==> src/rtl/mem_access.sv <==
// LC-3b memory stage: drives the data-cache handshake for word, byte and
// indirect accesses, stalls upstream while waiting, and registers writeback.
module mem_access #(
  parameter int unsigned TIMEOUT_W = 8
) (
  input  logic        clk,
  input  logic        reset,
  input  logic        valid_in,
  input  logic [3:0]  opcode_in,
  input  logic        mem_read_in,
  input  logic        mem_write_in,
  input  logic [15:0] address_in,
  input  logic [15:0] result_in,
  input  logic [2:0]  dr_in,
  output logic [15:0] dmem_address,
  output logic        dmem_read,
  output logic        dmem_write,
  output logic [1:0]  dmem_byte_enable,
  output logic [15:0] dmem_wdata,
  input  logic [15:0] dmem_rdata,
  input  logic        dmem_resp,
  output logic        mem_stall,
  output logic        valid_out,
  output logic [15:0] data_out,
  output logic [2:0]  dr_out,
  output logic        err_timeout
);

  localparam logic [3:0] OP_LDB = 4'b0010;
  localparam logic [3:0] OP_STB = 4'b0011;
  localparam logic [3:0] OP_LDR = 4'b0110;
  localparam logic [3:0] OP_STR = 4'b0111;
  localparam logic [3:0] OP_LDI = 4'b1010;
  localparam logic [3:0] OP_STI = 4'b1011;

  typedef enum logic [1:0] {IDLE, ACCESS, IND_PTR, IND_DATA} state_t;

  state_t               state_q, state_d;
  logic [15:0]          ptr_q, ptr_d;
  logic                 gap_q, gap_d;
  logic [TIMEOUT_W-1:0] cnt_q, cnt_d;
  logic                 err_q, err_d;
  logic                 valid_q, valid_d;
  logic [15:0]          data_q, data_d;
  logic [2:0]           dr_q, dr_d;

  logic        is_mem, is_byte, is_ind, is_store, start;
  logic        req, wr, stall, clr;
  logic [7:0]  load_byte;
  logic [15:0] load_data;

  always_comb begin
    is_mem   = opcode_in inside {OP_LDR, OP_STR, OP_LDB, OP_STB, OP_LDI, OP_STI};
    is_byte  = opcode_in inside {OP_LDB, OP_STB};
    is_ind   = opcode_in inside {OP_LDI, OP_STI};
    is_store = opcode_in inside {OP_STR, OP_STB, OP_STI};
    start    = valid_in & (mem_read_in | mem_write_in) & is_mem;

    load_byte = address_in[0] ? dmem_rdata[15:8] : dmem_rdata[7:0];
    load_data = is_byte ? {{8{load_byte[7]}}, load_byte} : dmem_rdata;

    state_d = state_q;
    ptr_d   = ptr_q;
    gap_d   = 1'b0;
    err_d   = err_q;
    valid_d = 1'b0;
    data_d  = data_q;
    dr_d    = dr_q;
    req     = 1'b0;
    wr      = 1'b0;
    stall   = 1'b0;
    clr     = 1'b0;

    dmem_address     = {address_in[15:1], 1'b0};
    dmem_byte_enable = 2'b11;
    dmem_wdata       = result_in;
    if (is_byte) begin
      dmem_address = address_in;
      if (is_store) begin
        dmem_byte_enable = address_in[0] ? 2'b10 : 2'b01;
        dmem_wdata       = {result_in[7:0], result_in[7:0]};
      end
    end

    unique case (state_q)
      IDLE: begin
        if (start) begin
          req     = 1'b1;
          wr      = is_store & ~is_ind;
          stall   = 1'b1;
          clr     = 1'b1;
          state_d = is_ind ? IND_PTR : ACCESS;
        end else begin
          valid_d = valid_in;
          data_d  = result_in;
          dr_d    = dr_in;
        end
      end
      ACCESS: begin
        req = 1'b1;
        wr  = is_store;
        if (dmem_resp) begin
          state_d = IDLE;
          valid_d = 1'b1;
          data_d  = is_store ? result_in : load_data;
          dr_d    = dr_in;
        end else begin
          stall = 1'b1;
        end
      end
      IND_PTR: begin
        req   = 1'b1;
        stall = 1'b1;
        if (dmem_resp) begin
          ptr_d   = {dmem_rdata[15:1], 1'b0};
          gap_d   = 1'b1;
          state_d = IND_DATA;
        end
      end
      IND_DATA: begin
        dmem_address     = ptr_q;
        dmem_byte_enable = 2'b11;
        dmem_wdata       = result_in;
        // First cycle here is the mandatory idle gap between the two accesses.
        if (gap_q) begin
          stall = 1'b1;
          clr   = 1'b1;
        end else begin
          req = 1'b1;
          wr  = is_store;
          if (dmem_resp) begin
            state_d = IDLE;
            valid_d = 1'b1;
            data_d  = is_store ? result_in : dmem_rdata;
            dr_d    = dr_in;
          end else begin
            stall = 1'b1;
          end
        end
      end
      default: state_d = IDLE;
    endcase

    cnt_d = cnt_q;
    if (clr) begin
      cnt_d = '0;
    end else if (stall && !(&cnt_q)) begin
      cnt_d = cnt_q + TIMEOUT_W'(1);
    end
    err_d = err_q | (&cnt_d);

    dmem_read  = req & ~wr & ~reset;
    dmem_write = req & wr & ~reset;
    mem_stall  = stall & ~reset;
  end

  always_ff @(posedge clk) begin
    if (reset) begin
      state_q <= IDLE;
      ptr_q   <= '0;
      gap_q   <= 1'b0;
      cnt_q   <= '0;
      err_q   <= 1'b0;
      valid_q <= 1'b0;
      data_q  <= '0;
      dr_q    <= '0;
    end else begin
      state_q <= state_d;
      ptr_q   <= ptr_d;
      gap_q   <= gap_d;
      cnt_q   <= cnt_d;
      err_q   <= err_d;
      valid_q <= valid_d;
      data_q  <= data_d;
      dr_q    <= dr_d;
    end
  end

  assign valid_out   = valid_q;
  assign data_out    = data_q;
  assign dr_out      = dr_q;
  assign err_timeout = err_q;

endmodule

==> config.mk <==
export PLATFORM = sky130hd
export DESIGN_NAME = mem_access
export DESIGN_NICKNAME = d
export VERILOG_FILES = /design/src/rtl/mem_access.sv
export SDC_FILE = /design/constraint.sdc
export NUM_CORES = 1
export LEC_CHECK = 0
export ABC_CLOCK_PERIOD_IN_PS = 3300
export CORE_MARGIN = 2
export CORE_UTILIZATION = 38
export DETAILED_ROUTE_END_ITERATION = 8
export GPL_ROUTABILITY_DRIVEN = 0
export MAX_ROUTING_LAYER = met4
export PLACE_DENSITY = 0.78
export SETUP_SLACK_MARGIN = 0.05
export SYNTH_ARGS = -nofsm -noshare
export SYNTH_HDL_FRONTEND = slang
export SYNTH_SLANG_ARGS = --single-unit
==> constraint.sdc <==
create_clock -name clk -period 3.3 [get_ports clk]
set_input_delay 0.66 -clock clk [delete_from_list [all_inputs] [get_ports clk]]
set_output_delay 0.66 -clock clk [all_outputs]
set_load 0.02 [all_outputs]
Run 1, the metal 1 layer:
Supply wires on this layer in grey.
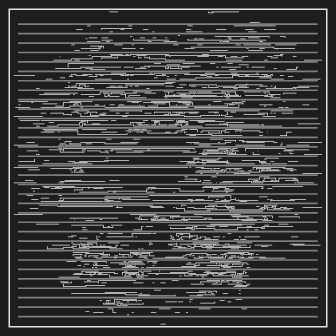
main direction: horizontal
nets with wire on the layer: 452
wire length on this layer: 3830 um
longest straight run: 37.7 um

Run 1, M2 wires:
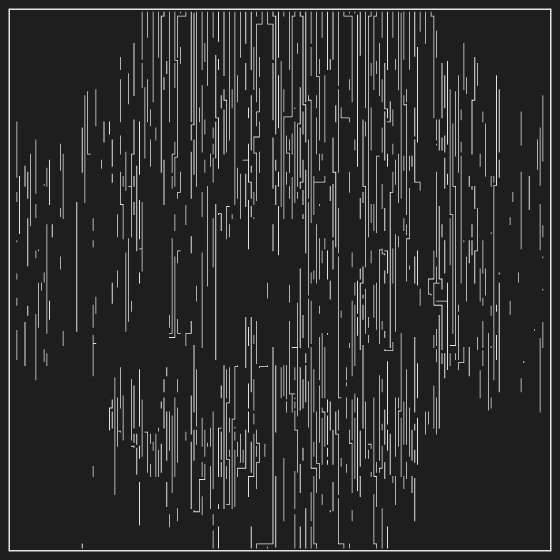
longest straight run: 37.2 um
wire length on this layer: 4190 um
share of all routed wire: 48%
main direction: vertical

Run 1, metal 3:
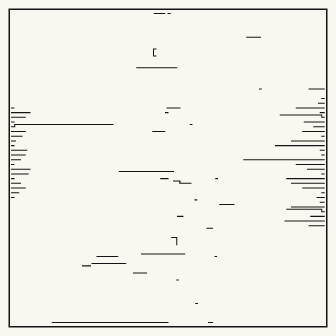
wire length on this layer: 393 um
main direction: horizontal
nets with wire on the layer: 68
share of all routed wire: 4.6%
via count: 2851
Routed WL: 8649 um
grt met3 use: 3.402%

==> results.tsv, run 1 <==
metric	value	unit
run status	finished clean	
floorplan net count	405	
Max clock buf depth	2	
Fin Hold WS	458.7	ps
static leakage	1.610	nW
Met2 Routed Length	4190	um
tally of unique sky130hd cells used after synthesis	56	
vias per cell	5.193	
Slew HR	52.43	%
top-level I/O count	119	
unrepaired setup endpoints after global routing	no	
tapcells inserted	99	
share of flip-flops with an asynchronous set or reset	0	%
critical path depth	7	
Sum Neg Setup Slack	0	ps
met1 usage	26.28	%
Hold Crit Depth	2	
Fillers	693	
largest net degree at the start of global routing	24	
top sig layer	met4	
fin worst setup slack	118.2	ps
Final Power	2.404	mW
GRT met2 Usage	35.12	%
share of cells above drive strength 1	14.00	%
cts repair resizes	11	
FP Util	39.57	%
Post-synth EDFFs	0	
Critical Path Most Common Cell	clkdlybuf4s50_1	
Multi-In Gates	255	
# hold bufs at CTS	0	
Cell Area, Synth	0.002885	mm2
reg2reg path depth	8	
Non-CTS buffers	133	
die extent in x	91.14	um
number of global-route vias before repair	2907	
Core ar.	0.007292	mm2
Synth top cell by count	nand2_1	
remaining global-route overflow	0	
Yosys warnings	0	
Max Slew Vio Count	0	
multi-input gate share of total cell area	41.66	%
Synth Area in Adders	3.036	%
MUX area fraction	10.88	%
Max Clock Skew	5.931	ps
Crit path buffers/inverters	4	
Top cells excl fill/tap	105 x clkdlybuf4s50_1, 56 x nand2_1, 47 x dfxtp_1, 29 x a21oi_1, 27 x nor2_1	
Critical-path top delay cell	clkdlybuf4s50_1	
kind of critical path	in -> out	
first-pass GRT wire length	14150	um
DRT iter0 DRCs	149	
Top cells by area	dfxtp_1 33%, nand2_1 7.3%, mux2_2 6.2%	
max reg flops	16	
busiest layer in global routing	met2	
max_cap viols	0	
most frequent logic cell in the layout	clkdlybuf4s50_1	
inverters	8	
dpl hpwl	6778	um
Post-CTS Setup Repair Bufs	0	
Worst EP required	2640	ps
Clock Sinks	47	
Finished Layout Cells	549	
Final ANT Viol Nets	0	
cycle use final	96.42	%
critical path arrival	2520	ps
register area	940.9	um2
Post-Synth AOI/OAI Area	24.80	%
routed len/inst	15.75	um
total of clock buffers placed in the layout	6	
clock-cell share of area	2.163	%
syn avg cell area	8.562	um2
CP top delay family	buffers and inverters	
Diodes inserted	0	
Setup-failing EPs final	0	
crit start category	input port	
Yosys reg bits	47	
Final Hold Fails	0	
xor+xnor area frac	1.821	%
Placed Area	0.004143	mm2
Flop Count	47	
number of CTS-inserted buffers	5	
Final Core Density	57.91	%
PwrDens	569.2	mW/mm2
comb area leader	AND-OR/OR-AND gates	
clk_lat worst skew	300	ps
simple share	20.42	%
nets@finish	518	
Root Buffer	clkbuf_8	
Overall Global Routing Usage	21.24	%
initial antenna violation count	0	
Hold WC Path Type	reg -> reg	
Area leader share	32.61	%
crit-path max FO	6	
Area-dominant class	multi-input combinational cells	
Pre-antenna DRT Iters	6	
min Tclk post-route	3182	ps
FP Rows	31	
Worst-Margin Slew	713.4	ps
cell-by-cell trace of the critical path	clkdlybuf4s50_1 -> or3b_4 -> nor2_8 -> buf_4 -> nand2_4 -> inv_1 -> clkdlybuf4s50_1	
Data buffer area share	30.25	%
M1 WL	3832	um
WL met3	393	um
post-synthesis cell count	337	
clock transition at the registers of the reported paths	90	ps
CTS tree	done	
die footprint	0.008306	mm2
Seq share, synth	32.61	%
I/O Buffers	118	
Area growth, synth to finish	46.36	%
post-synth top area cell	dfxtp_1	
DRC violations left	0	
slowest stage delay, CP	600	ps
## run 1: path summary, 6_finish.rpt
kind / slack, ps / from / to
setup reg to reg: 900 / state_q[1]$_SDFFE_PP0P_ / data_out[8]$_SDFFE_PP0P_
hold reg to reg: 460 / dr_out[2]$_SDFFE_PP0P_ / dr_out[2]$_SDFFE_PP0P_
hold / removal: 460 / dr_out[2]$_SDFFE_PP0P_ / dr_out[2]$_SDFFE_PP0P_
setup / recovery: 120 / opcode_in[1] / dmem_address[0]
## run 1: where the power goes
part,switching (mW),total (mW),internal [mW],leakage [nW]
registers,0.0791,0.788,0.709,0.385
clock network,0.203,0.373,0.169,0.0477
logic,0.678,1.24,0.565,1.18
==> run 1 -> run 2 <==
--- a/config.mk
+++ b/config.mk
@@ -5,7 +5,7 @@
 export SDC_FILE = /design/constraint.sdc
 export NUM_CORES = 1
 export LEC_CHECK = 0
-export ABC_CLOCK_PERIOD_IN_PS = 3300
+export ABC_CLOCK_PERIOD_IN_PS = 4100
 export CORE_MARGIN = 2
 export CORE_UTILIZATION = 38
 export DETAILED_ROUTE_END_ITERATION = 8
==> constraint.sdc (replaced) <==
create_clock -name clk -period 4.1 [get_ports clk]
set_input_delay 0.82 -clock clk [delete_from_list [all_inputs] [get_ports clk]]
set_output_delay 0.82 -clock clk [all_outputs]
set_load 0.02 [all_outputs]
==> run 2 against run 1 <==
  * Setup slack gained 110 ps
  * First-iteration DRC count is 8.7% lower
  * Global-route usage is 0.33 points lower
  * Routed wire length down 1.2%
==> results.tsv, run 2 <==
metric	value	unit	change
largest net degree at the start of global routing	45		+88%
reg2reg path depth	8		unchanged
max_cap viols	0		unchanged
Int Pwr	1.156	mW	-20%
syn avg cell area	8.562	um2	unchanged
# hold bufs at CTS	0		unchanged
Comb power	0.989	mW	-20%
Root Buffer	clkbuf_8		
number of CTS-inserted buffers	5		unchanged
met1 usage	26.05	%	-0.23 points
Psw	0.7653	mW	-20%
switching part of the total	39.83	%	-0.13 points
Slew HR	40.54	%	-12 points
Max clock buf depth	2		unchanged
clk_lat worst skew	290	ps	about the same
M1 WL	3825	um	-0.18%
die extent in x	91.14	um	unchanged
Hold Crit Depth	2		unchanged
Post-Synth AOI/OAI Area	24.80	%	unchanged
Area leader share	32.61	%	unchanged
Seq share, synth	32.61	%	unchanged
remaining global-route overflow	0		unchanged
cycle use final	94.34	%	
MUX area fraction	10.88	%	unchanged
Max Clock Skew	7.173	ps	+1.242 ps
r2r setup slk	1640	ps	+740 ps
Core ar.	0.007292	mm2	unchanged
Diodes inserted	0		unchanged
most frequent logic cell in the layout	clkdlybuf4s50_1		
Pre-antenna DRT Iters	4		-2
Final ANT Viol Nets	0		unchanged
FP Util	39.57	%	unchanged
vias per cell	5.202		+0.18%
Final Core Density	56.98	%	-0.93 points
die footprint	0.008306	mm2	unchanged
CP top delay family	buffers and inverters		
busiest layer in global routing	met2		
FP Rows	31		unchanged
Placed Area	0.004060	mm2	-2.0%
clock transition at the registers of the reported paths	90	ps	about the same
Worst EP required	3280	ps	+640 ps
comb area leader	AND-OR/OR-AND gates		
tally of unique sky130hd cells used after synthesis	56		unchanged
P_clk	0.297	mW	-20%
critical path arrival	3050	ps	+530 ps
first-pass GRT wire length	13830	um	-2.2%
nets@finish	507		-2.1%
unrepaired setup endpoints after global routing	no		
simple share	20.42	%	unchanged
share of cells above drive strength 1	11.82	%	-2.2 points
DRT iter0 DRCs	136		-8.7%
Fillers	692		-0.14%
crit start category	input port		
post-synth top area cell	dfxtp_1		
GRT met2 Usage	34.20	%	-0.93 points
Clock Sinks	47		unchanged
number of global-route vias before repair	2796		-3.8%
Final Power	1.922	mW	-20%
CTS tree	done		
Critical Path Most Common Cell	clkdlybuf4s50_1		
Post-CTS Setup Repair Bufs	0		unchanged
Yosys reg bits	47		unchanged
WL met3	454	um	+16%
Max Slew Vio Count	0		unchanged
Synth Area in Adders	3.036	%	unchanged
share of total power in combinational logic	51.4	%	-0.3 points
Critical-path top delay cell	clkdlybuf4s50_1		
Final Hold Fails	0		unchanged
Met2 Routed Length	4048	um	-3.4%
Cell Area, Synth	0.002885	mm2	unchanged
PwrDens	462.4	mW/mm2	-19%
critical path depth	6		-1
share of flip-flops with an asynchronous set or reset	0	%	unchanged
cell-by-cell trace of the critical path	clkdlybuf4s50_1 -> or3b_4 -> nor2_8 -> nand2_2 -> mux2_1 -> clkdlybuf4s50_1		
kind of critical path	in -> out		
fin worst setup slack	231.9	ps	+113.7 ps
Top Consumer	combinational cells		
cts repair resizes	0		-11
min Tclk post-route	3868	ps	
floorplan net count	405		unchanged
DRC violations left	0		unchanged
max reg flops	16		unchanged
Top cells by area	dfxtp_1 33%, nand2_1 7.3%, mux2_2 6.2%		
static leakage	1.523	nW	-5.4%
P_seq	0.636	mW	-19%
Sequential Power Share	33.1	%	+0.3 points
main flop type	dfxtp_1		
Top cells excl fill/tap	117 x clkdlybuf4s50_1, 56 x nand2_1, 47 x dfxtp_1, 29 x a21oi_1, 27 x nor2_1		
Crit path buffers/inverters	2		-2
Yosys warnings	0		unchanged
post-synthesis cell count	337		unchanged
Area growth, synth to finish	44.02	%	
top-level I/O count	119		unchanged
Synth top cell by count	nand2_1		
Worst-Margin Slew	891.9	ps	+178.5 ps
slowest stage delay, CP	550	ps	-50 ps
run status	finished clean		
Finished Layout Cells	539		-1.8%
Clk network pwr share	15.4	%	about the same
Setup-failing EPs final	0		unchanged
I/O Buffers	118		unchanged
initial antenna violation count	0		unchanged
dpl hpwl	6627	um	-2.2%
xor+xnor area frac	1.821	%	unchanged
pre-CTS worst setup slack	220.8	ps	
Fin Hold WS	461.5	ps	+2.865 ps
Post-synth EDFFs	0		unchanged
Sum Neg Setup Slack	0	ps	unchanged
Hold WC Path Type	reg -> reg		
==> run 2: cell counts after synthesis <==
Identical to the previous run, type by type.
==> run 2: area by class of cell <==
cell class,count,area [um2],share of cell area [%]
multi-input cells,255,1759,42.34
inverters,8,30.03,0.7227
repair buffers,122,1206,29.03
clock buffers,7,86.33,2.078
well taps,99,123.9,2.981
clock inverters,1,8.758,0.2108
flip-flops and latches,47,940.9,22.64
==> run 2: worst paths after layout <==
kind / from / to
hold / removal: ptr_q[13]$_SDFFE_PP0P_ / ptr_q[13]$_SDFFE_PP0P_
setup reg to reg: state_q[1]$_SDFFE_PP0P_ / data_out[15]$_SDFFE_PP0P_
setup / recovery: opcode_in[2] / dmem_wdata[15]
hold reg to reg: ptr_q[13]$_SDFFE_PP0P_ / ptr_q[13]$_SDFFE_PP0P_
Run 2, metal 3:
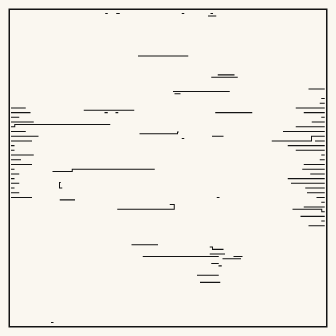
longest straight run: 27.4 um
wire length on this layer: 455 um
via count: 2804
grt met3 use: 3.734%

Run 2, routed metal per tile:
Bar = 20 um. 18 x 18 tiles, from dark purple (low) to yellow (high), scaled to the fullest tile. Values are wire area over tile area, all layers added.
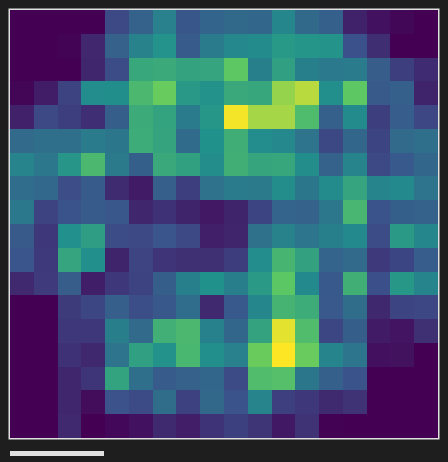
fullest tile: 0.52
emptiest ninth of the die: south-west
nearly empty tiles: 12%
densest ninth of the die: north
Overall Global Routing Usage: 20.91%
routed len/inst: 15.86 um
Routed WL: 8547 um

Power is estimated from default activity; no workload was simulated.
